<file path="config.mk">
export PLATFORM = sky130hd
export DESIGN_NAME = dds_nco
export DESIGN_NICKNAME = d
export VERILOG_FILES = /design/src/rtl/dds_nco.sv
export SDC_FILE = /design/constraint.sdc
export NUM_CORES = 1
export LEC_CHECK = 0
export CAP_MARGIN = 20
export CORE_ASPECT_RATIO = 0.7
export CORE_UTILIZATION = 30
export CTS_BUF_LIST = sky130_fd_sc_hd__clkbuf_16
export CTS_CLUSTER_SIZE = 28
export DETAILED_ROUTE_END_ITERATION = 16
export SLEW_MARGIN = 30
export SYNTH_ARGS = -nofsm -noshare
export SYNTH_HDL_FRONTEND = slang
export SYNTH_SLANG_ARGS = --single-unit
export TNS_END_PERCENT = 100
</file>
<file path="constraint.sdc">
create_clock -name clk -period 3.9 [get_ports clk]
set_clock_uncertainty 0.15 [all_clocks]
set_input_delay 0.39 -clock clk [delete_from_list [all_inputs] [get_ports clk]]
set_output_delay 0.39 -clock clk [all_outputs]
set_load 0.05 [all_outputs]
</file>
<file path="src/rtl/dds_nco.sv">
// ---------------------------------------------------------------------------
// dds_nco : numerically controlled oscillator (direct digital synthesis)
//
// A phase accumulator advances by freq_res every clock. The top 8 bits of
// the accumulator plus the phase offset address a quarter-wave sine table,
// and the table output is unfolded by quadrant symmetry into an 8-bit
// offset-binary sample. The sample is registered.
//
// Parameters:
//   ACC_W     phase accumulator width (8..16); f_out = f_clk*freq_res/2^ACC_W
// Ports:
//   clk       system clock, rising edge
//   rst       synchronous reset, active-low (acc -> 0, out -> 8'h80)
//   phase     phase offset, 1 LSB = 360/256 degrees, sampled every clock
//   freq_res  accumulator increment 0..63, sampled every clock
//   out       registered sine sample, unsigned, mid-scale 8'h80, range 1..255
// ---------------------------------------------------------------------------
module dds_nco #(
  parameter int ACC_W = 10
) (
  input  logic       clk,
  input  logic       rst,
  input  logic [7:0] phase,
  input  logic [5:0] freq_res,
  output logic [7:0] out
);

  logic [ACC_W-1:0] acc_r;
  logic [7:0]       addr_s;
  logic [6:0]       idx_s;
  logic [6:0]       mag_s;
  logic [7:0]       sin_s;

  // First quadrant magnitude: round(127*sin(pi/2 * idx/64)), idx 0..64.
  function automatic logic [6:0] quarter_sin(input logic [6:0] idx);
    logic [6:0] v;
    case (idx)
      7'd0:  v = 7'd0;    7'd1:  v = 7'd3;    7'd2:  v = 7'd6;
      7'd3:  v = 7'd9;    7'd4:  v = 7'd12;   7'd5:  v = 7'd16;
      7'd6:  v = 7'd19;   7'd7:  v = 7'd22;   7'd8:  v = 7'd25;
      7'd9:  v = 7'd28;   7'd10: v = 7'd31;   7'd11: v = 7'd34;
      7'd12: v = 7'd37;   7'd13: v = 7'd40;   7'd14: v = 7'd43;
      7'd15: v = 7'd46;   7'd16: v = 7'd49;   7'd17: v = 7'd51;
      7'd18: v = 7'd54;   7'd19: v = 7'd57;   7'd20: v = 7'd60;
      7'd21: v = 7'd63;   7'd22: v = 7'd65;   7'd23: v = 7'd68;
      7'd24: v = 7'd71;   7'd25: v = 7'd73;   7'd26: v = 7'd76;
      7'd27: v = 7'd78;   7'd28: v = 7'd81;   7'd29: v = 7'd83;
      7'd30: v = 7'd85;   7'd31: v = 7'd88;   7'd32: v = 7'd90;
      7'd33: v = 7'd92;   7'd34: v = 7'd94;   7'd35: v = 7'd96;
      7'd36: v = 7'd98;   7'd37: v = 7'd100;  7'd38: v = 7'd102;
      7'd39: v = 7'd104;  7'd40: v = 7'd106;  7'd41: v = 7'd107;
      7'd42: v = 7'd109;  7'd43: v = 7'd111;  7'd44: v = 7'd112;
      7'd45: v = 7'd113;  7'd46: v = 7'd115;  7'd47: v = 7'd116;
      7'd48: v = 7'd117;  7'd49: v = 7'd118;  7'd50: v = 7'd120;
      7'd51: v = 7'd121;  7'd52: v = 7'd122;  7'd53: v = 7'd122;
      7'd54: v = 7'd123;  7'd55: v = 7'd124;  7'd56: v = 7'd125;
      7'd57: v = 7'd125;  7'd58: v = 7'd126;  7'd59: v = 7'd126;
      7'd60: v = 7'd126;  7'd61: v = 7'd127;  7'd62: v = 7'd127;
      7'd63: v = 7'd127;  7'd64: v = 7'd127;
      default: v = 7'd0;  // idx never exceeds 64
    endcase
    return v;
  endfunction

  // Table address and quadrant unfolding from the pre-update accumulator.
  always_comb begin
    addr_s = acc_r[ACC_W-1 -: 8] + phase;
    // Quadrants 1 and 3 run the quarter table backwards (64..1).
    if (addr_s[6]) begin
      idx_s = 7'd64 - {1'b0, addr_s[5:0]};
    end else begin
      idx_s = {1'b0, addr_s[5:0]};
    end
    mag_s = quarter_sin(idx_s);
    // Second half of the cycle is the first half negated about mid-scale.
    if (addr_s[7]) begin
      sin_s = 8'd128 - {1'b0, mag_s};
    end else begin
      sin_s = 8'd128 + {1'b0, mag_s};
    end
  end

  // Phase accumulator and registered sample, synchronous active-low reset.
  always_ff @(posedge clk) begin
    if (!rst) begin
      acc_r <= {ACC_W{1'b0}};
      out   <= 8'h80;
    end else begin
      acc_r <= acc_r + {{(ACC_W-6){1'b0}}, freq_res};
      out   <= sin_s;
    end
  end

endmodule

</file>
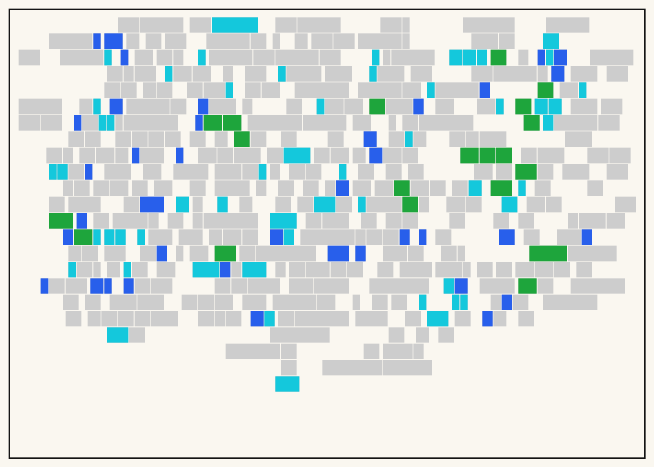
Fig. 1. Selected gate families.
Scale: 6 px per um.
| color | family | cells | most used |
|---|---|---|---|
| blue | nand cells | 38 | nand3_1 |
| green | non-inverting ao/oa cells | 20 | a21o_1 |
| cyan | nor cells | 54 | nor2_1 |
Comb/total area: 55.0%
Top cell excl fill/tap: buf_4
final cell count without fillers: 510

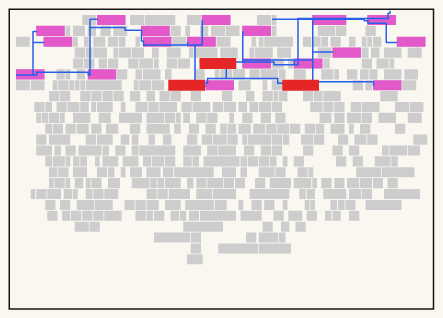
Fig. 2. Clock network drawn from the DEF.
Scale: 4 px per um.
[blue] clock wires | length: 296 um
[magenta] flip-flops | count: 18
[red] clock-net drivers | count: 3
routed clock nets: 4
clk ins delay skew pair: 250 ps

==> reports/metrics.yaml <==
hold_viol: 0
ys_seq_share_pct: 16.0
grt_max_degree: 20
numCtsBuffers: 3
crit_type: "register to register"
antenna-diode-count: 0
synth_flop_count: 18
crit_arrival_ps: 3940
clockBufferCount: 3
num-nonclk-buffers: 133
synthTopCellsByCount: "31 x nor2_1, 22 x ha_1, 18 x a21oi_1, 18 x dfxtp_1"
fp.dieW_um: 106
hp-class: "register to register"
syn_avg_cell_area_um2: 7.89
fp_util_pct: 31.0
grt_pass1_wl_um: 11900
slowest_delay_ps: 360
relSlewSlack_pct: 66.3
area.combinational_mm2: 0.00211
hold_buffers: 0
cp_max_fo: 3
crit_cells: 17
drcViolationCount: 1
status: "finished, violations left"
lay_top_cells: "103 x buf_4, 28 x nor2_1, 21 x clkdlybuf4s50_1"
logic_gates: 245
vias: 2699
cts_htree_levels: 1
rsz0062_at_grt: "yes"
cts.sinks: 18
syn_inst: 286
register_area_um2: 364
areaGrowthSynthToFinish_pct: 69.7
synthArstFlopShare_pct: 0
crit_required_ps: 3870
port_buffers: 23
finalSetupViolCount: 1
first_pass_iters: 11
clockBufferDepth: 2
fin_ws_ps: -62.3
wl_per_cell_um: 15.6
seq_area_share_pct: 9.50
start_kind: "register"
numSequentialCells: 18
critPathBufInv: 2
maxSlewViolCount: 0
cts_tree: "built"
most_common_cell: "nor2_1"
crit_chain: "ha_4 -> fa_2 -> a211o_4 -> a21oi_4 -> xnor2_4 -> mux2_4 -> buf_4 -> buf_4 -> ha_2 -> nor3_2 -> a31oi_1 -> a21oi_2 -> a31oi_2 -> ha_4 -> a41oi_2 -> xor2_1 -> nor2_1"
violations: "design-rule violations, negative setup slack"
ys_area_mm2: 0.00226
n_tap_cell: 98
syn_area_mm2: 0.00226
coreArea_mm2: 0.00729
fin_crit_sh_pct: 102
max_slew.worst_pin.slew_ps: 504
cp_slowest_cell: "dfxtp_4"
syn_nets: 326
chip_area_mm2: 0.00788
ys_types: 68
r2r_cells: 17
cts_root_buf: "clkbuf_16"
bufAreaShareNonClock_pct: 28.8
grtUsageTotal_pct: 19.1
cts.clk_slew.worst_paths_ps: 50
met1_length_um: 3950
non_clock_inverter_count: 12
clkCellAreaFrac_pct: 2.06
dr.max_layer_used: "met4"
wl_met2_um: 3570
synth_top_flop_cell: "dfxtp_1"
antenna_left: 0
yosys_warnings: 0
edf_count: 0
min_period_ps: 3960
warnings: 35
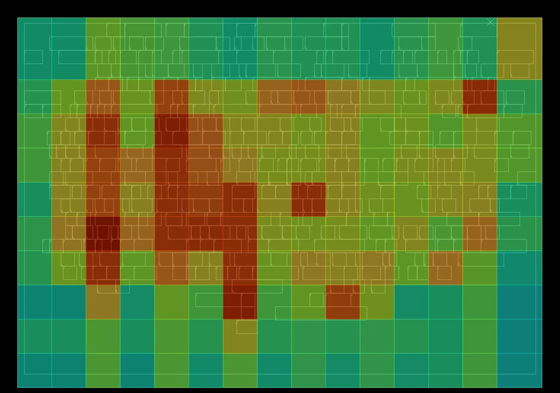
Fig. 3. Routing congestion map.
Core Util, Final: 52.6%
met3 usage: 4.03%
met2 GRT Util: 30.1%

-- metrics by stage --
| stage | std cells | hold slack [ps] | TNS [ps] | setup WS (ps) |
|---|---|---|---|---|
| after floorplan | 286 | 350 | -115 | -52.2 |
| after global placement | 484 | 364 | -3810 | -578 |
| after detailed placement | 484 | 368 | -4280 | -640 |
| after CTS | 496 | 386 | -225 | -91.2 |
| after global routing | 510 | 427 | -581 | -159 |
| final | 510 | 382 | -62.3 | -62.3 |
-- sequential cells by signal (all words and copies together), names as in the netlist --
signal	flops
out	8
acc_r	10
-- what timing repair did --
action | in CTS | in global routing
cloned | 1 | 1
resized | 21 | 36
pin swaps | 15 | 24
setup endpoints to repair | 7 | 7
buffers inserted | 8 | 13
-- path summary, 6_finish.rpt --
check | startpoint | slack [ps] | end
max | acc_r[2] | -60 | out[4]
min | acc_r[9] | 380 | acc_r[9]
max reg2reg | acc_r[2] | -60 | out[4]
min reg2reg | acc_r[9] | 380 | acc_r[9]
-- layer usage --
layer,vias to the layer above,global-route usage (%)
li1,1330,-
met4,0,3.24
met3,8,4.03
met2,81,30.1
met1,1280,27.2
met5,-,0
-- cells by family after synthesis --
family                     share of synthesized area [%]
muxes                                               5.21
and+or+nand+nor                                     23.1
AOI/OAI and AO/OA                                   29.7
xor gates and xnor gates                            7.26
buffers and inverters                               4.88
adders and majority gates                           14.0
DFF                                                 16.0
